### src/rtl/frame_acc_pkg.sv
// Shared types and constants for the frame accumulator.
// Optional clamp-on-overflow is selected by FRAME_ACC_SATURATE_EN.
package frame_acc_pkg;

  localparam int unsigned DW_DEFAULT        = 26;
  localparam int unsigned CW_DEFAULT        = 8;
  localparam int unsigned MAX_BEATS_DEFAULT = 255;

  localparam logic [DW_DEFAULT-1:0] SAT_MAX = {DW_DEFAULT{1'b1}};

  typedef enum logic [1:0] {
    IDLE  = 2'd0,
    ACCUM = 2'd1,
    HOLD  = 2'd2
  } state_t;

endpackage

### src/rtl/frame_acc_adder.sv
// DW-bit adder with carry-out; clamps to all-ones on carry when
// FRAME_ACC_SATURATE_EN is defined, otherwise wraps.
module frame_acc_adder
  import frame_acc_pkg::*;
#(
  parameter int unsigned DW = DW_DEFAULT
) (
  input  logic [DW-1:0] a,
  input  logic [DW-1:0] b,
  output logic [DW-1:0] sum,
  output logic          carry
);

  logic [DW:0] full;

  assign full  = {1'b0, a} + {1'b0, b};
  assign carry = full[DW];

`ifdef FRAME_ACC_SATURATE_EN
  assign sum = carry ? {DW{1'b1}} : full[DW-1:0];
`else
  assign sum = full[DW-1:0];
`endif

endmodule

### src/rtl/frame_accumulator_26.sv
// Sums a valid/ready frame of DW-bit words and holds SUM/COUNT/OVF until accepted.
// Overflow handling (clamp vs wrap) follows FRAME_ACC_SATURATE_EN.
module frame_accumulator_26
  import frame_acc_pkg::*;
#(
  parameter int unsigned DW        = DW_DEFAULT,
  parameter int unsigned CW        = CW_DEFAULT,
  parameter int unsigned MAX_BEATS = MAX_BEATS_DEFAULT
) (
  input  logic          clk,
  input  logic          rst_n,
  input  logic          in_valid,
  output logic          in_ready,
  input  logic [DW-1:0] in_data,
  input  logic          in_last,
  output logic          out_valid,
  input  logic          out_ready,
  output logic [DW-1:0] sum,
  output logic [CW-1:0] count,
  output logic          ovf
);

  localparam logic [CW-1:0] MAX_CNT = CW'(MAX_BEATS);

  state_t        state;
  state_t        state_nxt;
  logic [DW-1:0] acc;
  logic [DW-1:0] acc_nxt;
  logic [DW-1:0] add_a;
  logic          add_carry;
  logic [CW-1:0] cnt;
  logic [CW-1:0] cnt_nxt;
  logic          ovf_acc;
  logic          ovf_nxt;
  logic          beat;
  logic          close;

  // First beat of a frame adds to zero, so it loads in_data with no carry.
  frame_acc_adder #(.DW(DW)) u_adder (
    .a     (add_a),
    .b     (in_data),
    .sum   (acc_nxt),
    .carry (add_carry)
  );

  // Output/handshake decode from the current state.
  always_comb begin
    in_ready = 1'b0;
    in_ready = (state != HOLD);
    beat     = in_valid & in_ready;
  end

  always_comb begin
    add_a   = '0;
    cnt_nxt = CW'(1);
    ovf_nxt = 1'b0;
    if (state != IDLE) begin
      add_a   = acc;
      cnt_nxt = cnt + CW'(1);
      ovf_nxt = ovf_acc | add_carry;
    end
    close = beat & (in_last | (cnt_nxt == MAX_CNT));
  end

  // Next-state logic.
  always_comb begin
    state_nxt = state;
    case (state)
      IDLE:    if (beat) state_nxt = close ? HOLD : ACCUM;
      ACCUM:   if (close) state_nxt = HOLD;
      HOLD:    if (out_ready) state_nxt = IDLE;
      default: state_nxt = IDLE;
    endcase
  end

  always_ff @(posedge clk) begin
    if (!rst_n) state <= IDLE;
    else        state <= state_nxt;
  end

  // Running accumulator, beat counter and sticky overflow.
  always_ff @(posedge clk) begin
    if (!rst_n) begin
      acc     <= '0;
      cnt     <= '0;
      ovf_acc <= 1'b0;
    end else if (beat) begin
      acc     <= acc_nxt;
      cnt     <= cnt_nxt;
      ovf_acc <= ovf_nxt;
    end
  end

  // Result registers load only on the closing beat and stay put through HOLD.
  always_ff @(posedge clk) begin
    if (!rst_n) begin
      sum       <= '0;
      count     <= '0;
      ovf       <= 1'b0;
      out_valid <= 1'b0;
    end else if (close) begin
      sum       <= acc_nxt;
      count     <= cnt_nxt;
      ovf       <= ovf_nxt;
      out_valid <= 1'b1;
    end else if ((state == HOLD) && out_ready) begin
      out_valid <= 1'b0;
    end
  end

endmodule
### config.mk
export PLATFORM = sky130hd
export DESIGN_NAME = frame_accumulator_26
export DESIGN_NICKNAME = d
export VERILOG_FILES = /design/src/rtl/frame_acc_pkg.sv /design/src/rtl/frame_acc_adder.sv /design/src/rtl/frame_accumulator_26.sv
export SDC_FILE = /design/constraint.sdc
export NUM_CORES = 1
export LEC_CHECK = 0
export CORE_MARGIN = 10
export CORE_UTILIZATION = 45
export DETAILED_ROUTE_END_ITERATION = 8
export PLACE_DENSITY = 0.81
export SYNTH_ARGS = -nofsm -noshare
export SYNTH_HDL_FRONTEND = slang
export SYNTH_SLANG_ARGS = --single-unit
### constraint.sdc
create_clock -name clk -period 8.86 [get_ports clk]
set_clock_uncertainty 0.05 [all_clocks]
set_input_delay 0.886 -clock clk [delete_from_list [all_inputs] [get_ports clk]]
set_output_delay 0.886 -clock clk [all_outputs]
set_load 0.005 [all_outputs]
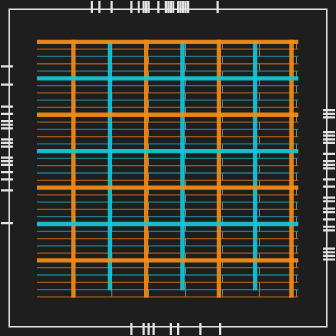
**Above:** run 1 (floorplan with the power grid).
Pins as bars on the die edge. Tap cells in gray.
| net | color |
|---|---|
| VDD | cyan |
| VSS | orange |
signal pins: 68
met4 straps: 7

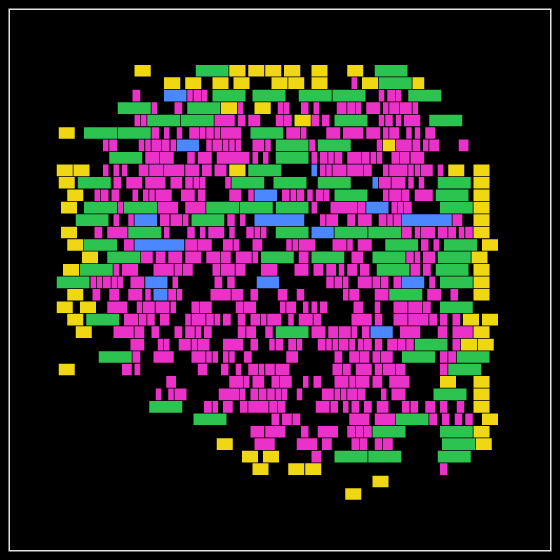
**Above:** run 1 (placed cells, one color a class).
| class | color | cells |
|---|---|---|
| flip-flops | green | 73 |
| other buffers and delay cells | yellow | 69 |
| clock drivers and dummy loads | blue | 16 |
| all other logic | magenta | 454 |

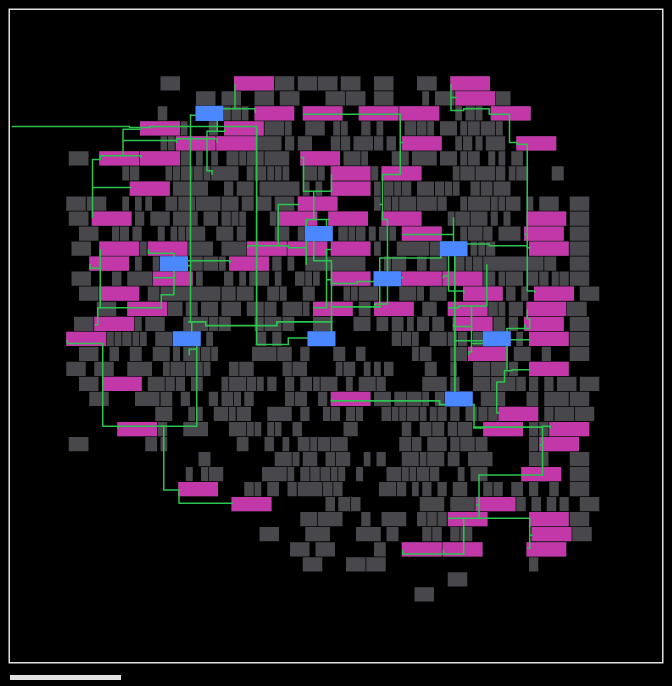
**Above:** run 1 (routed clock nets over the placement).
Scale bar: 20 um.
[clock wires] green | length: 921 um
[flip-flops] magenta | count: 73
[cells driving clock nets] blue | count: 9
routed clock nets: 10
Insertion Delay late pin: 0.35 ns
Clk. pwr: 0.321 mW
clock share of power: 37.7%

## run 1: metal layers
layer  wire length (um)  share of wire (%)  up-vias
li1                   -                  -     2073
met1               5270                 44     1998
met2               5790                 48      134
met3                750                6.3       14
met4                167                1.4        0
met5                  0                  0        -
## run 1: placed cells by master (no fill, tap or decap), drive strengths merged, types with 3 or more instances in the layout
cell            n
a211oi          6
a21o            6
a21oi          62
a31oi           4
and2           27
and3            4
bufinv          3
clkbuf         12
clkdlybuf4s50  67
dfxtp          73
ha             27
inv            14
mux2i          10
nand2          94
nand2b          4
nand3          32
nand4           9
nor2           37
nor3            6
nor4            3
o211ai          3
o21a            5
o21ai          33
o311ai          4
or3             6
xnor2           7
xor2           18
## run 1: path summary, 6_finish.rpt
check	end	slack, ns	cells past startpoint
hold / removal	acc[13]$_SDFFE_PN0P_	0.40	2
setup / recovery	count[6]$_SDFFE_PN0P_	5.38	7
hold reg to reg	acc[13]$_SDFFE_PN0P_	0.40	2
setup reg to reg	acc[20]$_SDFFE_PN0P_	5.43	11
## run 1: layout make-up
cell class | count | share of cell area (%)
clock buffers | 12 | 2.75
inverters | 13 | 0.926
multi-input cells | 441 | 50.6
flip-flops and latches | 73 | 27.7
repair buffers | 69 | 13.0
well taps | 129 | 3.06
clock inverters | 4 | 1.88
## run 1: power groups by stage
stage	clock, mW	combinational (mW)	sequential [mW]
4_1_cts	0.326	0.169	0.361
2_1_floorplan	0	0.106	0.366
3_3_place_gp	0	0.164	0.367
5_1_grt	0.337	0.188	0.363
3_5_place_dp	0	0.168	0.368
6_report	0.321	0.170	0.361
## run 1: registers in the layout (all words and copies together) (netlist names)
| signal | cells |
|---|---|
| count | 8 |
| ovf_acc | 1 |
| ovf | 1 |
| cnt | 8 |
| state | 2 |
| acc | 26 |
| out_valid | 1 |
| sum | 26 |
==> results.py, run 1 <==
# Synthesis and PnR figures
metrics = {
    "place": {
        "pre_cts_ws_ns": 5.05,
    },
    "sta": {
        "finalSetupViolCount": 0,
        "holdWs_ns": 0.400,
        "setup_slack_ns": 5.38,
        "period_used_pct": 39.3,
        "setup-tns-final_ns": 0,
    },
    "drt": {
        "num_vias": 4219,
        "final_antenna_net_count": 0,
        "wirelength_mm": 12.0,
    },
    "synthesis": {
        "logic_family": "simple AND/OR/NAND/NOR gates",
        "ys_chip_area_um2": 4320,
        "synthXorXnorAreaFrac_pct": 5.07,
        "common_cells": "nand2_1, dfxtp_1, a21oi_1",
        "edf_count": 0,
        "ys_sh_mux_pct": 2.32,
        "yosysUniqueCellTypes": 58,
        "ys_sh_aoi_pct": 21.3,
    },
    "floorplanning": {
        "core.rowCount": 35,
        "die_x_um": 118,
    },
    "worst_hold_path": {
        "hold_path_class": "reg -> reg",
    },
    "final_layout": {
        "final_layout_size_suffix_gt1_share_pct": 4.08,
        "final-comb-area_um2": 2670,
        "syn2layout_area_growth_pct": 22.0,
    },
    "clocking": {
        "clk_pin_slew_ns": 0.07,
        "cts_buffer_depth": 2,
        "cts.sink_count": 73,
        "cts_tree": "done",
        "cts_root_buf": "clkbuf_8",
    },
    "worst_setup_path": {
        "r2r_start": "state[0]$_SDFFE_PN0P_",
        "max_stage_delay_ns": 0.68,
        "critical_path_arrival_ns": 3.70,
    },
    "global_route": {
        "grt_pass1_wl_mm": 20.2,
        "grt_pass1_vias": 4139,
        "grt_antenna_before_repair": 0,
    },
    "run": {
        "warning_count": 26,
    },
    "run_status": {
        "status": "finished, final reports clean",
    },
    "power": {
        "p_total_mw": 0.852,
    },
}
==> run 2: changes to the inputs <==
--- a/config.mk
+++ b/config.mk
@@ -8,7 +8,7 @@
 export CORE_MARGIN = 10
 export CORE_UTILIZATION = 45
 export DETAILED_ROUTE_END_ITERATION = 8
-export PLACE_DENSITY = 0.81
+export PLACE_DENSITY = 0.83
 export SYNTH_ARGS = -nofsm -noshare
 export SYNTH_HDL_FRONTEND = slang
 export SYNTH_SLANG_ARGS = --single-unit
==> constraint.sdc (replaced) <==
create_clock -name clk -period 2.9 [get_ports clk]
set_clock_uncertainty 0.05 [all_clocks]
set_input_delay 0.29 -clock clk [delete_from_list [all_inputs] [get_ports clk]]
set_output_delay 0.29 -clock clk [all_outputs]
set_load 0.005 [all_outputs]
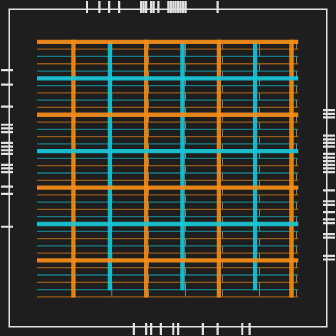
**Above:** run 2 (floorplan with the power grid).
Pins as bars on the die edge. Tap cells in gray.
| net | color |
|---|---|
| VSS | orange |
| VDD | cyan |
met4 straps: 7
met5 straps: 7

==> run 2 against run 1 <==
  * The run now ends with setup timing left
  * Via count grew 8.1%
  * Critical endpoint is now acc[11]$_SDFFE_PN0P_
  * Critical path type is now reg -> reg
  * Non-clock buffer count grew 53
  * Sequential cell count is the same
  * Register-to-register slack lost 5.4 ns
  * Synthesized cell count is the same
==> results.py, run 2 <==
# Synthesis and PnR figures
metrics = {
    "run_status": {
        "status": "finished, violations left",
        "violations": "setup timing",
    },
    "power": {
        "powerClk_mw": 0.748,
        "pg_seq_mw": 1.10,
        "top_power_group": "sequential cells",
        "pwr-share-clk_pct": 29.7,
    },
    "sta": {
        "fin_crit_ns": 2.92,
        "period_used_pct": 101,
        "setup_slack_ns": -0.0162,
        "finalSetupViolCount": 1,
        "setup-tns-final_ns": -0.0162,
    },
    "synthesis": {
        "topCellsByArea": "dfxtp_1, nand2_1, ha_1, a21oi_1, and2_1",
        "yosysUniqueCellTypes": 58,
        "edf_count": 0,
        "ys_chip_area_um2": 4320,
        "synth_dominant_cell_count": "nand2_1",
        "common_cells": "nand2_1, dfxtp_1, a21oi_1",
    },
    "clocking": {
        "cts_root_buf": "clkbuf_8",
        "cts_tree": "done",
        "cts_buffer_depth": 2,
        "clock_latency_ns": 0.37,
        "cts.sink_count": 73,
    },
    "drt": {
        "wirelength_mm": 13.6,
        "vias_per_cell": 5.74,
    },
    "worst_setup_path": {
        "max_stage_delay_ns": 0.34,
        "critical_path_arrival_ns": 3.15,
        "cp_top_family": "AND-OR/OR-AND gates",
        "crit_path_cell_trace": "or2_4 -> and2_1 -> ha_4 -> a21o_1 -> a31o_2 -> o211ai_1 -> o21bai_2 -> buf_4 -> buf_4 -> xor2_2 -> nand2_1 -> a21oi_1",
    },
    "global_route": {
        "grt_pass1_vias": 4619,
        "grt_antenna_before_repair": 0,
    },
    "final_layout": {
        "lay_top_cells": "nand2_1, dfxtp_1, clkdlybuf4s50_1",
        "mostFrequentLayoutCell": "nand2_1",
        "final_layout_size_suffix_gt1_share_pct": 17.7,
        "syn2layout_area_growth_pct": 35.2,
        "reg.largest.list": "acc: 26 flops, sum: 26 flops",
    },
    "place": {
        "pre_cts_ws_ns": -0.202,
    },
    "floorplanning": {
        "core.rowCount": 35,
        "die_x_um": 118,
    },
    "worst_hold_path": {
        "hold_path_class": "reg -> reg",
    },
    "run": {
        "warning_count": 26,
    },
}
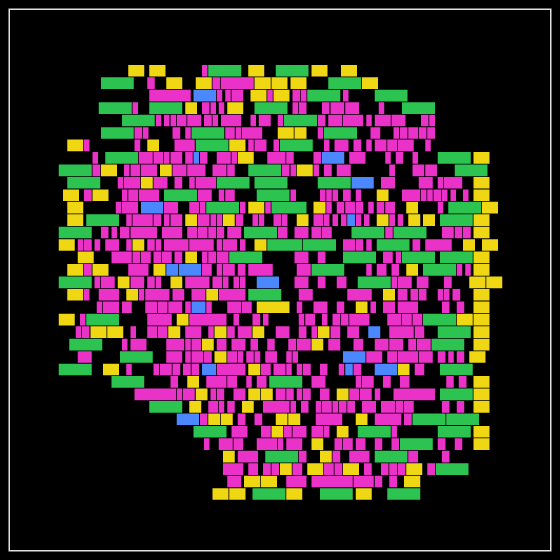
**Above:** run 2 (placed cells, one color a class).
| class | color | cells |
|---|---|---|
| all other logic | magenta | 455 |
| other buffers and delay cells | yellow | 122 |
| flip-flops | green | 73 |
| clock drivers and dummy loads | blue | 16 |

run 2: worst paths after layout:
check	cells after the start	slack, ns	endpoint	from
max	12	-0.02	acc[11]$_SDFFE_PN0P_	state[0]$_SDFFE_PN0P_
min	2	0.41	acc[8]$_SDFFE_PN0P_	acc[8]$_SDFFE_PN0P_
max reg2reg	12	-0.02	acc[11]$_SDFFE_PN0P_	state[0]$_SDFFE_PN0P_
min reg2reg	2	0.41	acc[8]$_SDFFE_PN0P_	acc[8]$_SDFFE_PN0P_
run 2: timing repair:
action                     CTS  global route
pin swaps                    0            24
cloned                       0             1
gates resized                5            49
setup buffers                0             3
setup endpoints to repair   28            33
run 2: kinds of logic after synthesis:
kind of cell	count (synthesis)	share of synthesized area, %
compound gates	149	21.3
xor+xnor	25	5.07
fa+ha+maj	28	8.28
buf+inv	48	4.43
flops	73	33.8
mux	10	2.32
simple gates	229	24.8
run 2: area by class of cell:
cell class | count | area, um2 | area share [%]
well taps | 129 | 161 | 2.76
repair buffers | 122 | 1100 | 18.8
inverters | 13 | 48.8 | 0.835
flip-flops and latches | 73 | 1460 | 25.1
clock inverters | 6 | 42.5 | 0.728
clock buffers | 10 | 128 | 2.18
multi-input cells | 442 | 2900 | 49.7
run 2: metrics by stage:
step / total power, mW / hold slack, ns / area [um2] / std cells
final: 2.52 / 0.407 / 5840 / 795
after global routing: 2.63 / 0.429 / 5840 / 795
after CTS: 2.47 / 0.405 / 5600 / 791
after detailed placement: 1.73 / 0.394 / 5420 / 775
after global placement: 1.71 / 0.390 / 5420 / 775
after floorplan: 1.44 / 0.382 / 4320 / 562
run 2: per-layer routing:
metal	vias to the layer above	track usage (%)	wire, um
met4	0	8.50	389
li1	2184	-	-
met3	40	4.36	893
met5	-	0	0
met1	2172	21.7	5780
met2	166	31.3	6560
==> run 3: changes to the inputs <==
--- a/config.mk
+++ b/config.mk
@@ -9,6 +9,7 @@
 export CORE_UTILIZATION = 45
 export DETAILED_ROUTE_END_ITERATION = 8
 export PLACE_DENSITY = 0.83
+export SKIP_LAST_GASP = 1
 export SYNTH_ARGS = -nofsm -noshare
 export SYNTH_HDL_FRONTEND = slang
 export SYNTH_SLANG_ARGS = --single-unit
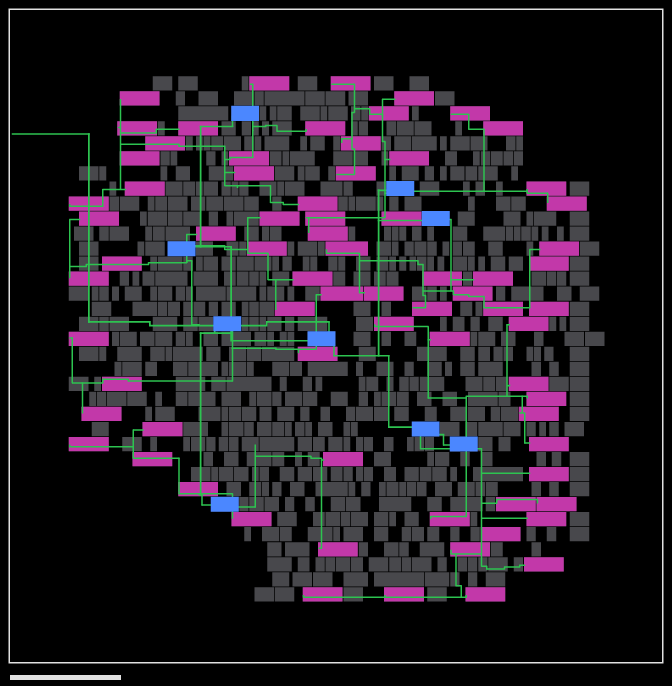
**Above:** run 3 (routed clock nets over the placement).
Scale bar: 20 um.
[flip-flops] magenta | count: 73
[cells driving clock nets] blue | count: 9
[clock wires] green | length: 1120 um
routed clock nets: 10

==> run 3 against run 2 <==
  * The flow now finishes without violations
  * Register-to-register slack improved by 0.03 ns
  * Highest routed layer unchanged
  * Cell count unchanged
  * Clock power about the same
  * Worst hold slack improved by 0.00072 ns
  * Synthesized cell count unchanged
  * Largest power group unchanged
  * Combinational power decreased by 0.6%
  * Global-route usage unchanged
  * First-iteration DRC count decreased by 0.31%
==> results.py, run 3 <==
# Synthesis and PnR figures
metrics = {
    "power": {
        "comb-power_mw": 0.664,
        "p_total_mw": 2.51,
        "pg_seq_mw": 1.10,
        "powerClk_mw": 0.748,
        "pwr-share-clk_pct": 29.8,
    },
    "run": {
        "warning_count": 27,
    },
    "synthesis": {
        "edf_count": 0,
        "ys_chip_area_um2": 4320,
        "synth_dominant_cell_count": "nand2_1",
        "yosysUniqueCellTypes": 58,
        "common_cells": "nand2_1, dfxtp_1, a21oi_1",
    },
    "drt": {
        "vias_per_cell": 5.71,
        "met3_wirelength_um": 902,
        "wl_met2_mm": 6.57,
        "final_antenna_net_count": 0,
        "drt-met1-wl_mm": 5.77,
    },
    "floorplanning": {
        "die_x_um": 118,
        "core.rowCount": 35,
    },
    "global_route": {
        "grt_antenna_before_repair": 0,
        "grt_pass1_vias": 4619,
        "use_met2_pct": 31.3,
        "use_met3_pct": 4.36,
        "busiest_layer": "met2",
    },
    "final_layout": {
        "lay_top_cells": "nand2_1, dfxtp_1, clkdlybuf4s50_1",
        "mostFrequentLayoutCell": "nand2_1",
        "final_layout_size_suffix_gt1_share_pct": 17.4,
        "design_area_um2": 5830,
        "reg.largest.list": "acc: 26 flops, sum: 26 flops",
    },
    "worst_setup_path": {
        "critical_path_arrival_ns": 3.12,
        "crit_path_cell_trace": "or2_4 -> nand2_4 -> inv_1 -> ha_1 -> a21o_1 -> and4_2 -> o211ai_1 -> o21bai_2 -> buf_4 -> buf_4 -> xor2_2 -> nand2_1 -> a21oi_1",
        "cp_top_family": "AND-OR/OR-AND gates",
    },
    "run_status": {
        "status": "finished, final reports clean",
    },
    "sta": {
        "holdWs_ns": 0.408,
        "setup-tns-final_ns": 0,
        "finalSetupViolCount": 0,
        "fin_crit_ns": 2.89,
    },
    "clocking": {
        "cts_tree": "done",
        "clock_latency_ns": 0.37,
        "cts.sink_count": 73,
    },
    "place": {
        "placedCellCount": 775,
    },
}
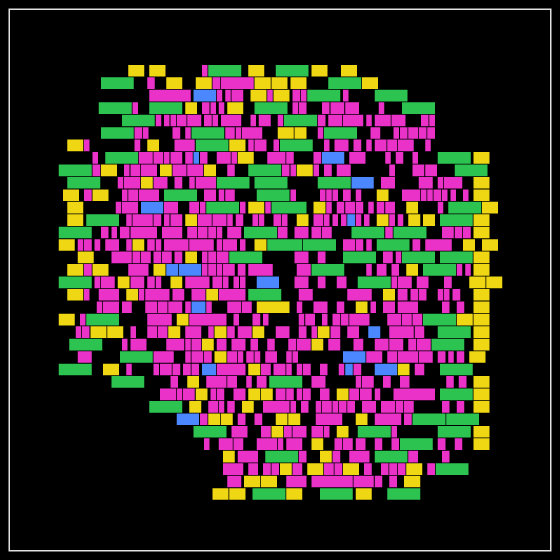
**Above:** run 3 (placed cells, one color a class).
| class | color | cells |
|---|---|---|
| clock drivers and dummy loads | blue | 16 |
| flip-flops | green | 73 |
| all other logic | magenta | 455 |
| other buffers and delay cells | yellow | 122 |

==> run 3: worst reg2reg max path: stages, from the launching register on <==
cell      delay (ns)
dfxtp_2         0.34
or2_4           0.32
nand2_4         0.10
inv_1           0.04
ha_1            0.27
a21o_1          0.20
and4_2          0.27
o211ai_1        0.33
o21bai_2        0.18
buf_4           0.18
buf_4           0.13
xor2_2          0.15
nand2_1         0.08
a21oi_1         0.15
==> run 3: path summary, 6_finish.rpt <==
kind	from	endpoint	slack, ns	cells after the start
worst min register to register	acc[8]$_SDFFE_PN0P_	acc[8]$_SDFFE_PN0P_	0.41	2
worst max-delay path	state[0]$_SDFFE_PN0P_	acc[11]$_SDFFE_PN0P_	0.01	13
worst max register to register	state[0]$_SDFFE_PN0P_	acc[11]$_SDFFE_PN0P_	0.01	13
worst min-delay path	acc[8]$_SDFFE_PN0P_	acc[8]$_SDFFE_PN0P_	0.41	2
==> run 3: cells by family after synthesis <==
kind of cell | count (synthesis) | share of synthesized area [%]
AOI/OAI and AO/OA | 149 | 21.3
xor gates and xnor gates | 25 | 5.07
adders and majority gates | 28 | 8.28
buffers and inverters | 48 | 4.43
DFF | 73 | 33.8
muxes | 10 | 2.32
and+or+nand+nor | 229 | 24.8
==> run 3: cell type report <==
class	instances	area (um2)	area share, %
Tap cell	129	161	2.77
Sequential cell	73	1460	25.1
Multi-Input combinational cell	442	2890	49.5
Inverter	13	48.8	0.838
Clock inverter	6	42.5	0.730
Clock buffer	10	128	2.19
Timing Repair Buffer	122	1100	18.8
==> run 3: timing repair <==
item / 4_1_cts / 5_1_grt
setup endpoints to repair: 28 / 33
buffers inserted: 0 / 3
cloned: 0 / 1
pin swaps: 0 / 24
resized: 5 / 46
Power figures rest on the tool's default switching activity, not on a simulated workload.
